Fig. 1: run 1, metal 1
Bar = 20 um.
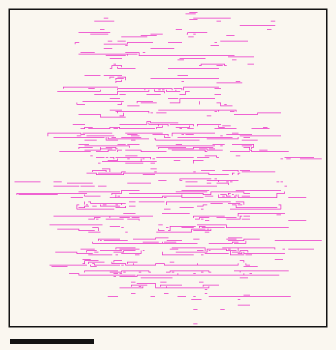
Fig. 2: run 1, pin placement
Bar = 20 um. Pins as bars across the die edge, other pins in gray.
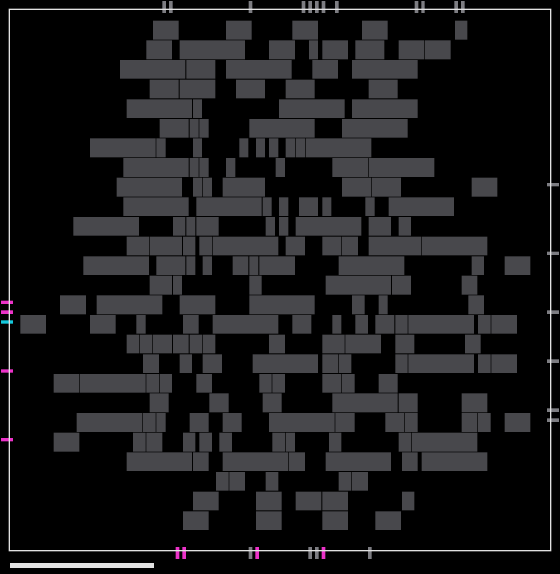
Fig. 3: run 1, sequential cells grouped by signal name
Bar = 20 um. Other sequential cells in the stronger gray, the rest of the logic in the fainter gray.
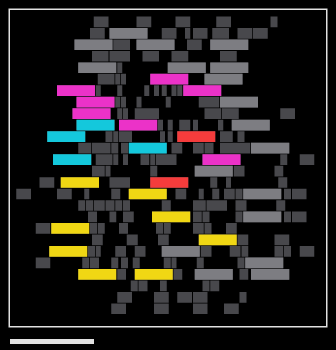
--- src/rtl/serial_adder.sv ---
// serial_adder: bit-serial adder that adds two WIDTH-bit operands LSB-first,
// one bit per clock, through two half-adder stages and a registered carry.
// Operands arrive over a valid/ready handshake. The WIDTH-bit sum and the
// carry-out leave over a second valid/ready handshake.
module serial_adder #(
    parameter int WIDTH = 8
) (
    input  logic             clk,
    input  logic             rst_n,
    input  logic             in_valid,
    output logic             in_ready,
    input  logic [WIDTH-1:0] a,
    input  logic [WIDTH-1:0] b,
    output logic             out_valid,
    input  logic             out_ready,
    output logic [WIDTH-1:0] sum,
    output logic             cout
);

    localparam int CW = $clog2(WIDTH + 1);

    localparam logic [1:0] IDLE  = 2'd0;
    localparam logic [1:0] SHIFT = 2'd1;
    localparam logic [1:0] DONE  = 2'd2;

    localparam logic [CW-1:0] LAST = CW'(WIDTH - 1);

    logic [1:0]       state;
    logic [WIDTH-1:0] sa;
    logic [WIDTH-1:0] sb;
    logic [WIDTH-1:0] sreg;
    logic             carry;
    logic [CW-1:0]    cnt;

    logic             h_s;
    logic             h_c;
    logic             sum_bit;
    logic             carry_next;

    // One bit-slice of addition, built from two half-adder stages
    always_comb begin
        h_s        = sa[0] ^ sb[0];
        h_c        = sa[0] & sb[0];
        sum_bit    = h_s ^ carry;
        carry_next = h_c | (h_s & carry);
    end

    // Handshake flags come straight from the state register
    assign in_ready  = (state == IDLE);
    assign out_valid = (state == DONE);

    // Sequencer: accept operands, shift one bit per clock, then hold the result until it is taken
    always_ff @(posedge clk or negedge rst_n) begin
        if (!rst_n) begin
            state <= IDLE;
            sa    <= '0;
            sb    <= '0;
            sreg  <= '0;
            carry <= 1'b0;
            cnt   <= '0;
            sum   <= '0;
            cout  <= 1'b0;
        end else begin
            case (state)
                IDLE: begin
                    if (in_valid) begin
                        sa    <= a;
                        sb    <= b;
                        carry <= 1'b0;
                        cnt   <= '0;
                        state <= SHIFT;
                    end
                end
                SHIFT: begin
                    sreg  <= {sum_bit, sreg[WIDTH-1:1]};
                    sa    <= {1'b0, sa[WIDTH-1:1]};
                    sb    <= {1'b0, sb[WIDTH-1:1]};
                    carry <= carry_next;
                    cnt   <= cnt + 1'b1;
                    if (cnt == LAST) begin
                        sum   <= {sum_bit, sreg[WIDTH-1:1]};
                        cout  <= carry_next;
                        state <= DONE;
                    end
                end
                DONE: begin
                    if (out_ready) begin
                        state <= IDLE;
                    end
                end
                default: begin
                    state <= IDLE;
                end
            endcase
        end
    end

endmodule

--- config.mk ---
export PLATFORM = sky130hd
export DESIGN_NAME = serial_adder
export DESIGN_NICKNAME = d
export VERILOG_FILES = /design/src/rtl/serial_adder.sv
export SDC_FILE = /design/constraint.sdc
export NUM_CORES = 1
export LEC_CHECK = 0
export CORE_UTILIZATION = 33
export DETAILED_ROUTE_END_ITERATION = 12
export PLACE_DENSITY = 0.62
export SLEW_MARGIN = 20
export SYNTH_ARGS = -nofsm -noshare
export SYNTH_HDL_FRONTEND = slang
export SYNTH_SLANG_ARGS = --single-unit
--- constraint.sdc ---
create_clock -name clk -period 3.2 [get_ports clk]
set_input_delay 0.32 -clock clk [delete_from_list [all_inputs] [get_ports clk]]
set_output_delay 0.32 -clock clk [all_outputs]
set_load 0.005 [all_outputs]
==> run_results.csv, run 1 <==
group,metric,value,unit
final_timing,finalHoldViolations,0,
power_and_ir_drop,p_sw_share,34.4,%
cells_and_area,syn2layout_area_growth,25.3,%
place,post-dp-hpwl,2.39,mm
final_timing,fin_crit,2190,ps
cts,clock_path_buffers,2,
final_timing,rsz0062_at_grt,"false",
logic_synthesis,largest_area_cell,"dfrtp_1",
grt,grt_pass1_wl,5.95,mm
final_timing,finClkSkew,5.76,ps
cells_and_area,nNonClkInverters,1,
die,row_count,26,
routing,wl_met2,1.58,mm
final_timing,period_used_share,68.5,%
cells_and_area,clk_share,3.70,%
worst_setup_path,worst_ep_required_time,3370,ps
power_and_ir_drop,p_comb_share,33.5,%
logic_synthesis,fp_nets,189,
cells_and_area,comb_share,33.3,%
routing,viasPerCell,4.93,
power_and_ir_drop,seq_power_share,48.6,%
worst_setup_path,cp.arrival,2360,ps
cells_and_area,nFillCells,506,
logic_synthesis,synth_flops,39,
logic_synthesis,top_cell,"dfrtp_1",
worst_setup_path,startpoint,"state[0]$_DFFE_PN0P_",
place,io_buffers,30,
final_timing,finalSetupViolations,0,
logic_synthesis,netlist_area,1750,um2
worst_setup_path,max_stage_delay,780,ps
cells_and_area,buffer_area_share,14.5,%
routing,wl,3.66,mm
cts,cts_tree,"built",
logic_synthesis,yosys-stat-cells,167,
routing,dr.pass1.iters,4,
cells_and_area,fin_nets,220,
grt,grt_max_degree,40,
final_timing,fin_setup_tns,0,ps
cells_and_area,top_regs,"sa x8, sb x8, sum x8",
worst_setup_path,critPathSlowestCell,"dfrtp_1",
logic_synthesis,xor_share,0,%
power_and_ir_drop,clkPwrFrac,17.9,%
power_and_ir_drop,finalPower,1.78,mW
logic_synthesis,yosysTopAreaCellShare,55.7,%
logic_synthesis,ys_warn_count,0,
logic_synthesis,yosys.area_share.simple,15.3,%
grt,grtUsageMet3,3.61,%
final_timing,tightest_slew,860,ps
place,place_congestion,0.708,
grt,grt_overflow,0,
logic_synthesis,muxShareOfSynthArea,6.42,%
logic_synthesis,aoi_share,18.1,%
logic_synthesis,ys_area,1750,um2
cells_and_area,fin_util,43.0,%
worst_setup_path,r2r_end,"sum[4]$_DFFE_PN0P_",
outcome,status,"complete, no violations",
routing,first_iter_violations,116,
routing,met3_length,107,um
place,place_area,2120,um2
final_timing,max_freq,456,MHz
worst_setup_path,critical_path.endpoint,"sum[4]$_DFFE_PN0P_",
worst_setup_path,critPathCaptureType,"flop",
worst_setup_path,critPathKind,"reg -> reg",
power_and_ir_drop,maxPowerGroup,"registers",
-- Fig. 1 (at the start) --
main direction = horizontal
nets with wire on the layer = 193
share of all routed wire = 52%
longest straight run = 33.6 um
wire length on this layer = 1,920 um

-- Fig. 2 (at the start) --
`a` -> magenta  # pins 8, direction input, edge 4 south, 4 west
`in_ready` -> cyan  # pins 1, direction output, edge west
all pins by edge = 12 north, 8 south, 6 east, 5 west

-- Fig. 3 (at the start) --
`state` -> red  # placed flops 2
`sa` -> yellow  # placed flops 8
`sreg` -> magenta  # placed flops 7
`cnt` -> cyan  # placed flops 4, where west
not colored = 18

==> run 1 -> run 2 <==
--- a/config.mk
+++ b/config.mk
@@ -7,7 +7,7 @@
 export LEC_CHECK = 0
 export CORE_UTILIZATION = 33
 export DETAILED_ROUTE_END_ITERATION = 12
-export PLACE_DENSITY = 0.62
+export PLACE_DENSITY = 0.64
 export SLEW_MARGIN = 20
 export SYNTH_ARGS = -nofsm -noshare
 export SYNTH_HDL_FRONTEND = slang
==> constraint.sdc (replaced) <==
create_clock -name clk -period 1.9 [get_ports clk]
set_input_delay 0.19 -clock clk [delete_from_list [all_inputs] [get_ports clk]]
set_output_delay 0.19 -clock clk [all_outputs]
set_load 0.005 [all_outputs]
Fig. 4: run 2, the clock network
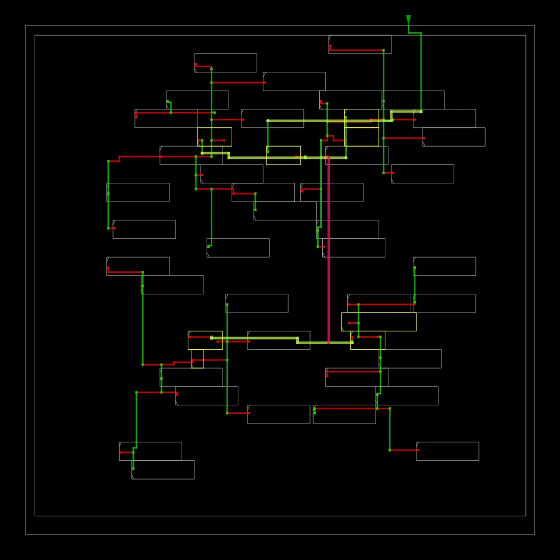
clkbuf count: 6
Clock Sinks: 39

==> run_results.csv, run 2 <==
group,metric,value,unit
outcome,status,"complete, no violations",
worst_setup_path,worst_ep_required_time,1710,ps
power_and_ir_drop,peakVddDrop,0.397,mV
worst_setup_path,critPathKind,"reg -> out",
power_and_ir_drop,seq_power_share,43.4,%
die,row_count,26,
final_timing,fin_crit,1760,ps
cells_and_area,top_regs,"sa x8, sb x8, sum x8",
place,place_congestion,0.686,
cells_and_area,final_design_area_no_fill,2300,um2
worst_setup_path,critPathSlowestCell,"clkdlybuf4s50_1",
power_and_ir_drop,p_comb_share,34.5,%
place,place_area,2170,um2
routing,final_antenna_net_count,0,
routing,vias,1344,
place,post-dp-hpwl,2.53,mm
logic_synthesis,syn_area_per_cell,10.5,um2
grt,grt_pass1_wl,5.91,mm
cells_and_area,syn2layout_area_growth,31.0,%
final_timing,fin_setup_tns,0,ps
logic_synthesis,aoi_share,18.1,%
cells_and_area,n_all_buffers,41,
routing,drc_errors,0,
power_and_ir_drop,clkPwrFrac,22.0,%
worst_setup_path,critical_path.endpoint,"out_valid",
place,io_buffers,30,
routing,dr.pass1.iters,4,
worst_setup_path,max_stage_delay,510,ps
logic_synthesis,fp_nets,189,
cells_and_area,seq_area_share,42.5,%
worst_setup_path,startpoint_type,"flop",
worst_setup_path,cp.arrival,1570,ps
cells_and_area,clk_share,5.12,%
logic_synthesis,top_cell,"dfrtp_1",
power_and_ir_drop,intPower,2.19,mW
logic_synthesis,muxShareOfSynthArea,6.42,%
cells_and_area,fin_util,45.0,%
logic_synthesis,largest_area_cell,"dfrtp_1",
logic_synthesis,xor_share,0,%
cells_and_area,nNonClkInverters,1,
routing,viasPerCell,4.85,
routing,wl_met2,1.72,mm
worst_setup_path,startpoint,"state[1]$_DFFE_PN0P_",
cells_and_area,buffer_area_share,16.6,%
logic_synthesis,yosysTopAreaCellShare,55.7,%
grt,grt_max_degree,40,
worst_setup_path,r2r_end,"sum[3]$_DFFE_PN0P_",
worst_setup_path,critPathCaptureType,"primary output",
cells_and_area,comb_area,731,um2
cts,cts_tree,"built",
final_timing,max_freq,568,MHz
final_timing,period_used_share,92.6,%
logic_synthesis,ys_area,1750,um2
final_timing,tightest_slew,511,ps
cells_and_area,comb_share,31.8,%
power_and_ir_drop,leakagePower,1.02,nW
grt,grt_util_met1,19.0,%
cts,clk_pin_slew,80,ps
grt,grtUsageMet3,3.75,%
logic_synthesis,ys_warn_count,0,
logic_synthesis,yosys-stat-cells,167,
logic_synthesis,ys_top_logic_family,"AND-OR/OR-AND gates",
final_timing,rsz0062_at_grt,"false",
grt,grt_overflow,0,
power_and_ir_drop,finalPower,3.23,mW
final_timing,finClkSkew,4.22,ps
power_and_ir_drop,p_sw_share,32.2,%
logic_synthesis,synth_flops,39,
routing,first_iter_violations,88,
logic_synthesis,yosys.area_share.simple,15.3,%
grt,antenna_found_initial,0,
die,fp_util,34.3,%
routing,met3_length,119,um
worst_setup_path,critPathTopFamily,"buffers and inverters",
power_and_ir_drop,p_comb,1.11,mW
worst_setup_path,regToRegSetupSlack,300,ps
logic_synthesis,netlist_area,1750,um2
final_timing,finalSetupViolations,0,
routing,wl,3.64,mm
final_timing,hold_ws,474,ps
cells_and_area,fin_nets,228,
die,tapCellCount,70,
final_timing,finalHoldViolations,0,
logic_synthesis,synthCells,167,
power_and_ir_drop,maxPowerGroup,"registers",
die,ioPinCount,31,
cts,clock_path_buffers,2,
grt,grt.total_usage,14.0,%
cells_and_area,nFillCells,519,
==> run 2 -> run 3 <==
--- a/config.mk
+++ b/config.mk
@@ -7,7 +7,9 @@
 export LEC_CHECK = 0
 export CORE_UTILIZATION = 33
 export DETAILED_ROUTE_END_ITERATION = 12
+export MAX_ROUTING_LAYER = met4
 export PLACE_DENSITY = 0.64
+export SETUP_SLACK_MARGIN = 0.5
 export SLEW_MARGIN = 20
 export SYNTH_ARGS = -nofsm -noshare
 export SYNTH_HDL_FRONTEND = slang
Fig. 5: run 3, pin placement
Bar = 20 um. Pins as bars across the die edge, other pins in gray.
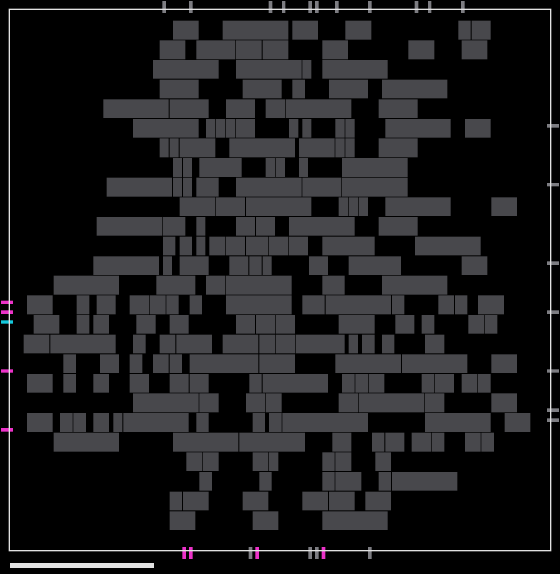
`a` -> magenta  # pins 8, direction input, edge 4 south, 4 west
`in_ready` -> cyan  # pins 1, direction output, edge west
all pins by edge = 11 north, 8 south, 7 east, 5 west

==> run_results.csv, run 3 <==
group,metric,value,unit
outcome,status,"complete, no violations",
routing,first_iter_violations,113,
logic_synthesis,ys_warn_count,0,
cts,cts.sinks,39,
routing,vias,1402,
die,fp_util,34.3,%
logic_synthesis,edf_count,0,
cells_and_area,top_regs,"sa x8, sb x8, sum x8",
final_timing,fin_setup_tns,0,ps
routing,viasPerCell,4.87,
cells_and_area,nClkBuffers,6,
final_timing,finClkSkew,6.37,ps
cells_and_area,drive_gt1_share,22.0,%
worst_setup_path,regToRegSetupSlack,440,ps
logic_synthesis,ys_top_logic_family,"AND-OR/OR-AND gates",
worst_setup_path,startpoint_type,"flop",
logic_synthesis,yosys.area_share.simple,15.3,%
die,ioPinCount,31,
power_and_ir_drop,seq_power_share,41.9,%
grt,grt_overflow,0,
place,place_congestion,0.758,
power_and_ir_drop,p_comb_share,41.1,%
logic_synthesis,yosys-stat-cells,167,
cells_and_area,seq_area_share,39.8,%
power_and_ir_drop,p_sw_share,33.0,%
worst_setup_path,max_stage_delay,380,ps
worst_setup_path,startpoint,"cnt[0]$_DFFE_PN0P_",
final_timing,period_used_share,77.1,%
grt,grt_pass1_wl,6.49,mm
place,io_buffers,30,
worst_setup_path,critPathKind,"reg -> reg",
logic_synthesis,largest_area_cell,"dfrtp_1",
logic_synthesis,muxShareOfSynthArea,6.42,%
place,post-dp-hpwl,2.45,mm
routing,met3_length,132,um
cts,clk_pin_slew,70,ps
logic_synthesis,top_cell,"dfrtp_1",
final_timing,tightest_slew,493,ps
worst_setup_path,critical_path.endpoint,"sum[2]$_DFFE_PN0P_",
power_and_ir_drop,leakagePower,1.11,nW
logic_synthesis,syn_area_per_cell,10.5,um2
worst_setup_path,cp.arrival,1640,ps
grt,grt_util_met1,21.9,%
final_timing,max_freq,683,MHz
cells_and_area,clk_share,3.56,%
die,tapCellCount,70,
worst_setup_path,critPathTopFamily,"flip-flops",
grt,grt_max_degree,40,
logic_synthesis,synth_flops,39,
cells_and_area,final_design_area_no_fill,2460,um2
worst_setup_path,critPathSlowestCell,"dfrtp_1",
die,row_count,26,
final_timing,rsz0062_at_grt,"true",
power_and_ir_drop,peakVddDrop,0.511,mV
logic_synthesis,fp_nets,189,
cells_and_area,buffer_area_share,20.8,%
worst_setup_path,critPathCaptureType,"flop",
logic_synthesis,top_cells_by_area,"dfrtp_1 (56%), mux2_2 (6.4%), nor2b_1 (6.1%)",
logic_synthesis,xor_share,0,%
power_and_ir_drop,clkPwrFrac,17.0,%
place,place_area,2170,um2
grt,grtUsageMet3,3.21,%
routing,drc_errors,0,
cells_and_area,comb_area,791,um2
final_timing,fin_crit,1460,ps
power_and_ir_drop,finalPower,3.35,mW
cells_and_area,nNonClkInverters,1,
grt,grt.total_usage,16.3,%
routing,dr.pass1.iters,4,
cells_and_area,n_all_buffers,53,
logic_synthesis,netlist_area,1750,um2
cts,clock_path_buffers,2,
cts,cts_tree,"built",
power_and_ir_drop,maxPowerGroup,"registers",
grt,antenna_found_initial,0,
cells_and_area,syn2layout_area_growth,40.2,%
logic_synthesis,synthCells,167,
final_timing,hold_ws,480,ps
logic_synthesis,yosysTopAreaCellShare,55.7,%
final_timing,finalHoldViolations,0,
routing,wl,3.99,mm
logic_synthesis,ys_area,1750,um2
cells_and_area,comb_share,32.2,%
routing,final_antenna_net_count,0,
